<file path="config.mk">
export PLATFORM = sky130hd
export DESIGN_NAME = glyph_loader
export DESIGN_NICKNAME = d
export VERILOG_FILES = /design/src/rtl/glyph_loader_pkg.sv /design/src/rtl/glyph_loader.sv
export SDC_FILE = /design/constraint.sdc
export NUM_CORES = 1
export LEC_CHECK = 0
export CELL_PAD_IN_SITES_DETAIL_PLACEMENT = 0
export CELL_PAD_IN_SITES_GLOBAL_PLACEMENT = 1
export CORE_UTILIZATION = 38
export DETAILED_ROUTE_END_ITERATION = 8
export MAX_ROUTING_LAYER = met4
export PLACE_DENSITY_LB_ADDON = 0.3
export SYNTH_ARGS = -nofsm -noshare
export SYNTH_HDL_FRONTEND = slang
export SYNTH_SLANG_ARGS = --single-unit
</file>
<file path="constraint.sdc">
create_clock -name clk -period 3.2 [get_ports clk]
set_input_delay 0.64 -clock clk [delete_from_list [all_inputs] [get_ports clk]]
set_output_delay 0.64 -clock clk [all_outputs]
set_load 0.02 [all_outputs]
</file>
<file path="src/rtl/glyph_loader_pkg.sv">
// Font geometry and loader state encoding, shared by the glyph loader and the text renderer.
// The renderer finds a glyph's first RAM row with glyph_base(letter) = letter*HEIGHT.
package glyph_loader_pkg;

   localparam int GLYPHS = 26;
   localparam int HEIGHT = 17;
   localparam int WIDTH  = 15;
   localparam int ADDR_W = 9;

   typedef enum logic [2:0] {
      ST_IDLE  = 3'd0,
      ST_HI    = 3'd1,
      ST_LO    = 3'd2,
      ST_WRITE = 3'd3,
      ST_DONE  = 3'd4,
      ST_ERR   = 3'd5
   } state_t;

   function automatic logic [ADDR_W-1:0] glyph_base(input logic [4:0] letter);
      return ADDR_W'(32'(letter) * HEIGHT);
   endfunction

endpackage

</file>
<file path="src/rtl/glyph_loader.sv">
// Loads A..Z glyph rows from a byte stream (HI then LO byte per row) into the external font RAM.
// wr_en fires the cycle after the LO byte is accepted; byte_ready is the only backpressure, gaps wait indefinitely.
module glyph_loader #(
   parameter int GLYPHS = glyph_loader_pkg::GLYPHS,
   parameter int HEIGHT = glyph_loader_pkg::HEIGHT,
   parameter int WIDTH  = glyph_loader_pkg::WIDTH
) (
   input  logic                                 clk,
   input  logic                                 reset_n,
   input  logic                                 start,
   input  logic                                 abort,
   input  logic                                 byte_valid,
   input  logic [7:0]                           byte_data,
   output logic                                 byte_ready,
   output logic                                 wr_en,
   output logic [glyph_loader_pkg::ADDR_W-1:0]  wr_addr,
   output logic [WIDTH-1:0]                     wr_data,
   output logic                                 busy,
   output logic                                 done,
   output logic                                 err
);
   import glyph_loader_pkg::*;

   localparam logic [ADDR_W-1:0] LAST_ADDR = ADDR_W'(GLYPHS * HEIGHT - 1);

   state_t            state_q, state_d;
   logic [ADDR_W-1:0] addr_q;
   logic [WIDTH-1:0]  row_q;
   logic              err_q;
   logic              accept;

   // Abort masks byte_ready so a byte offered in the abort cycle is never consumed.
   assign byte_ready = ((state_q == ST_HI) || (state_q == ST_LO)) && !abort;
   assign accept     = byte_ready && byte_valid;
   assign wr_en      = (state_q == ST_WRITE) && !abort;
   assign wr_addr    = addr_q;
   assign wr_data    = row_q;
   assign busy       = (state_q == ST_HI) || (state_q == ST_LO) || (state_q == ST_WRITE);
   assign done       = (state_q == ST_DONE);
   assign err        = err_q;

   always_ff @(posedge clk or negedge reset_n) begin
      if (!reset_n) begin
         state_q <= ST_IDLE;
      end else begin
         state_q <= state_d;
      end
   end

   always_comb begin
      state_d = state_q;
      if (abort) begin
         state_d = ST_IDLE;
      end else begin
         case (state_q)
            ST_IDLE, ST_ERR: if (start)  state_d = ST_HI;
            ST_HI:           if (accept) state_d = byte_data[7] ? ST_ERR : ST_LO;
            ST_LO:           if (accept) state_d = ST_WRITE;
            ST_WRITE:        state_d = (addr_q == LAST_ADDR) ? ST_DONE : ST_HI;
            ST_DONE:         state_d = ST_IDLE;
            default:         state_d = ST_IDLE;
         endcase
      end
   end

   // Address advances by one per row written, so glyph bases land on letter*HEIGHT without a multiplier.
   always_ff @(posedge clk or negedge reset_n) begin
      if (!reset_n) begin
         addr_q <= '0;
         row_q  <= '0;
         err_q  <= 1'b0;
      end else if (!abort) begin
         case (state_q)
            ST_IDLE, ST_ERR: begin
               if (start) begin
                  addr_q <= '0;
                  err_q  <= 1'b0;
               end
            end
            ST_HI: begin
               if (accept) begin
                  if (byte_data[7]) err_q <= 1'b1;
                  else              row_q[14:8] <= byte_data[6:0];
               end
            end
            ST_LO: begin
               if (accept) row_q[7:0] <= byte_data;
            end
            ST_WRITE: addr_q <= addr_q + 9'd1;
            default: ;
         endcase
      end
   end

endmodule

</file>
Figure 1. Routed clock nets over the placement.
The bar under the picture is 20 um long.
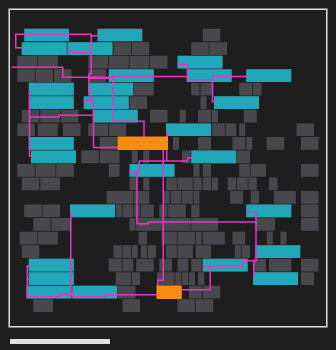
legend:
  orange:
    item: clock-net drivers
    count: 3
  cyan:
    item: flip-flops
    count: 28
  magenta:
    item: clock wires
    length: 364 um
routed clock nets: 4
flops lie: widely spread
Clk pwr share: 0.216
Clk power: 0.000284 W
clk ins delay skew pair: 0.28 ns
Worst Skew: 0.00814 ns

Figure 2. Cell outlines without signal wires.
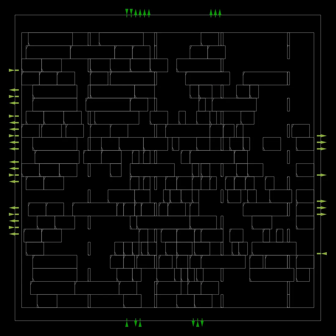
num sequential: 28
fillers: 320

==> Changelog: implementation <==
## Flow update

- Max stage delay on crit path: 0.64 ns
- PD cells: between 600 and 700 nW/um^2
- Clkbuf count: 3
- Clk buf depth: 2
- Hold Startpoint: wr_data[12]$_DFFE_PN0P_
- CP most frequent cell: clkdlybuf4s50_1
- GR Util met1: 0.221
- Placed Area: 1900 um^2
- Setup crit end: wr_en
- Final Max Tran Viols: 0
- Estimated wirelength of the detail-placed design: 2400 um
- Dominant logic cell type in the layout: clkdlybuf4s50_1
- P_seq: 0.000515 W
- Synthesized registers: 28
- Post-Syn Area: between 1000 and 1500 um^2
- Hold path endpoint: wr_data[12]$_DFFE_PN0P_
- FF+latch area: 701 um^2
- Simple-gate share of the synthesized area: 0.208
- R2R cell count: 5
- Initial antenna violation count: 0
- Top non-seq family: simple AND/OR/NAND/NOR gates
- Mapped Nets: approximately 150
- Number of flip-flops in the largest register: 15
- Critical path data arrival time: 2.07 ns
- Width of the die: 63.5 um
- Final core utilization: 0.567
- Pin count of the biggest net entering global routing: 29
- Yosys warning tally: 0
- Synth cell count leaders: 28 x dfrtp_1, 14 x mux2_2, 12 x nand2_1
- CTS tree: done
- Top Metal Used: met4
- CTS Sinks: 28
- Post-synth ARST share: 1.00
- Area leader share: 0.487
- Area share of fa/ha/maj cells after synthesis: 0.0244
- Total grt overflow: 0
- Share of cells above drive strength 1: 0.141
- Busiest grt layer: met2
- Main area contributors: dfrtp_1 49%, mux2_2 11%, nand2_1 3.1%
- LEAKAGE: ~0.84 nW
- Global-route wire length before repair: 5550 um
- Setup violators final: 0
- Via count: 1,190
- Detailed Route WL: ~3300 um
- RSZ-0062 raised after global routing: no
- Number of logic gates: 97
- Max-cap violations: 0
- Core Area: ~3500 um^2
- Drt via density: 5.34
- Sw Share: 0.324
- Logic share of the area: 0.351
- Vias in the first global route: 1,205
- Grt met2 use: 0.298
- Cells after DPL: 219
- Num ports: roughly 42
- # diodes: 0
- Row count: 21
- GPL Wtd Cong: 0.771
- Post-Route Setup TNS: 0 ns
- Min Tclk post-route: 2.71 ns
- Slew margin rel.: 0.651
- Family with the most delay on the worst path: buffers and inverters
- WL met3: 175 um
- Slowest cell on crit path: clkdlybuf4s50_1
- Startpoint Class: input pin
- Compound-gate portion of the synthesized area: 0.103
- Logic pwr share: 0.393
- Yosys Instances: 135
- Root buffer cell: clkbuf_8
- Largest Pwr Group: combinational cells
- XOR/XNOR Area Share: 0.0122
- Critical R2R Capture: wr_addr[5]$_DFFE_PN0P_
- Seq share, synth: 0.487
- Mean Syn Cell Area: 10.6 um^2
- Flop-to-flop setup slack: between 1 and 1.5 ns
- CP max FO: 3
- Crit end category: output pin
- Cell Int Power: just under 0.0009 W
- Fin. Hold Viols: 0
- Non-Filler Instances: 223
- Most numerous logic cells after layout: 41 x clkdlybuf4s50_1, 28 x dfrtp_1, 14 x mux2_2, 12 x nand2_1, 10 x nor2_1
- Post-cts hold buffer count: 0
- Tap Cells: 46
- Dpl ws: 0.482 ns
- Peak Freq: 369 MHz
- Chip area: ~4000 um^2
- H-tree depth: 1
- Distinct lib cells used: 39
- Comb area: 689 um^2
- WL/cell: approximately 15 um
- Count leader, synth: dfrtp_1
- # resized after CTS: 0
- Dominant flop cell: dfrtp_1
- Global Route Usage Sum: 0.181
- Flop share of the area: 0.356
- # Post-CTS Setup Buffers: 0
- Sw power: 0.000427 W
- Launch point of the worst reg-to-reg path: state_q[2]$_DFFE_PN0P_
- Fp_density: 0.415
- Pre-antenna DRT Iters: 4
- Final clock-cell share: 0.0363
- Inverters: 4
- Layout non-clock buf frac: 0.220
- Seq pwr share: 0.392
- Worst Tran Pin Value: 0.524 ns
- YS chip area: 1440 um^2
- Pwr Total: 0.00131 W
- DR iter-0 viols: 30
- Tcrit/Tclk final: 0.847
- DRC violations left: 0
- Run status: completed
- Synth mux share: 0.132
- Count of library flops with an enable pin: 0
- Worst Hold Depth: 1
- Synthesized instance count: between 100 and 150
- GR Util met3: 0.0362
- Die height: about 64 um
- Clock transition at path regs: 0.09 ns
- Crit path DRT: 2.56 ns
- Setup CP Type: in2out
- Nets: 193
- WP buf/inv: 2
- Met2 routed WL: 1580 um
- IO buf count: 41
- Cells along the critical path: clkdlybuf4s50_1, nand2b_1, nor2_1, clkdlybuf4s50_1
- CP Depth: 4
- Crit. Startpoint: abort
- Hold Crit Class: reg2reg
- Tool warnings: 27
- Num CTS Buffers: 3
- Final antenna-violating net count: 0
- Comb pwr: approximately 0.00052 W
- Hold WS: 0.501 ns
- Leading cell kind: flip-flops and latches
- Metal1 wirelength: 1490 um
- Worst vdd ir: 464 uV
Figure 3. Cells by drive strength.
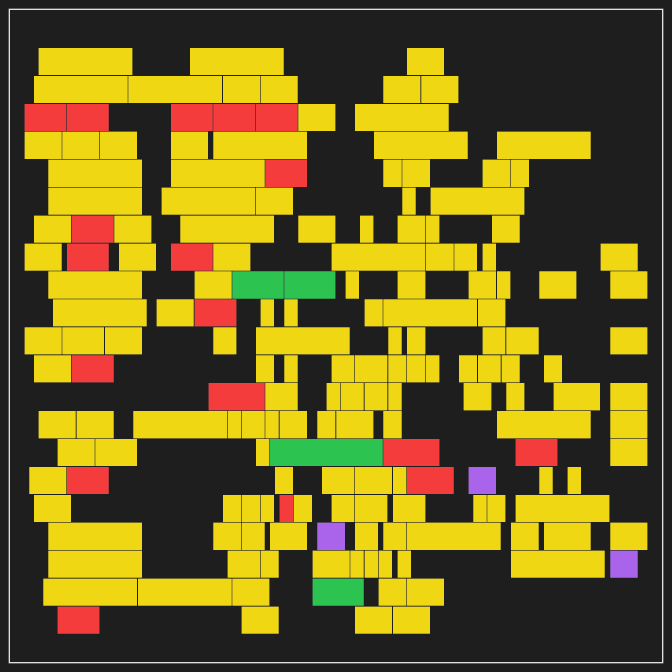
legend:
  green:
    size: x6 and larger
    cells: 4
  yellow:
    size: x1 and smaller
    cells: 152
  purple:
    size: x3 and x4
    cells: 3
  red:
    size: x2
    cells: 18
setup ws final: 0.488 ns
fin area: 1970 um^2
Non-CTS buffers: 44
Area growth, synth to finish: 36.8%

No activity file was given, so power comes from the tool's default toggle rates.
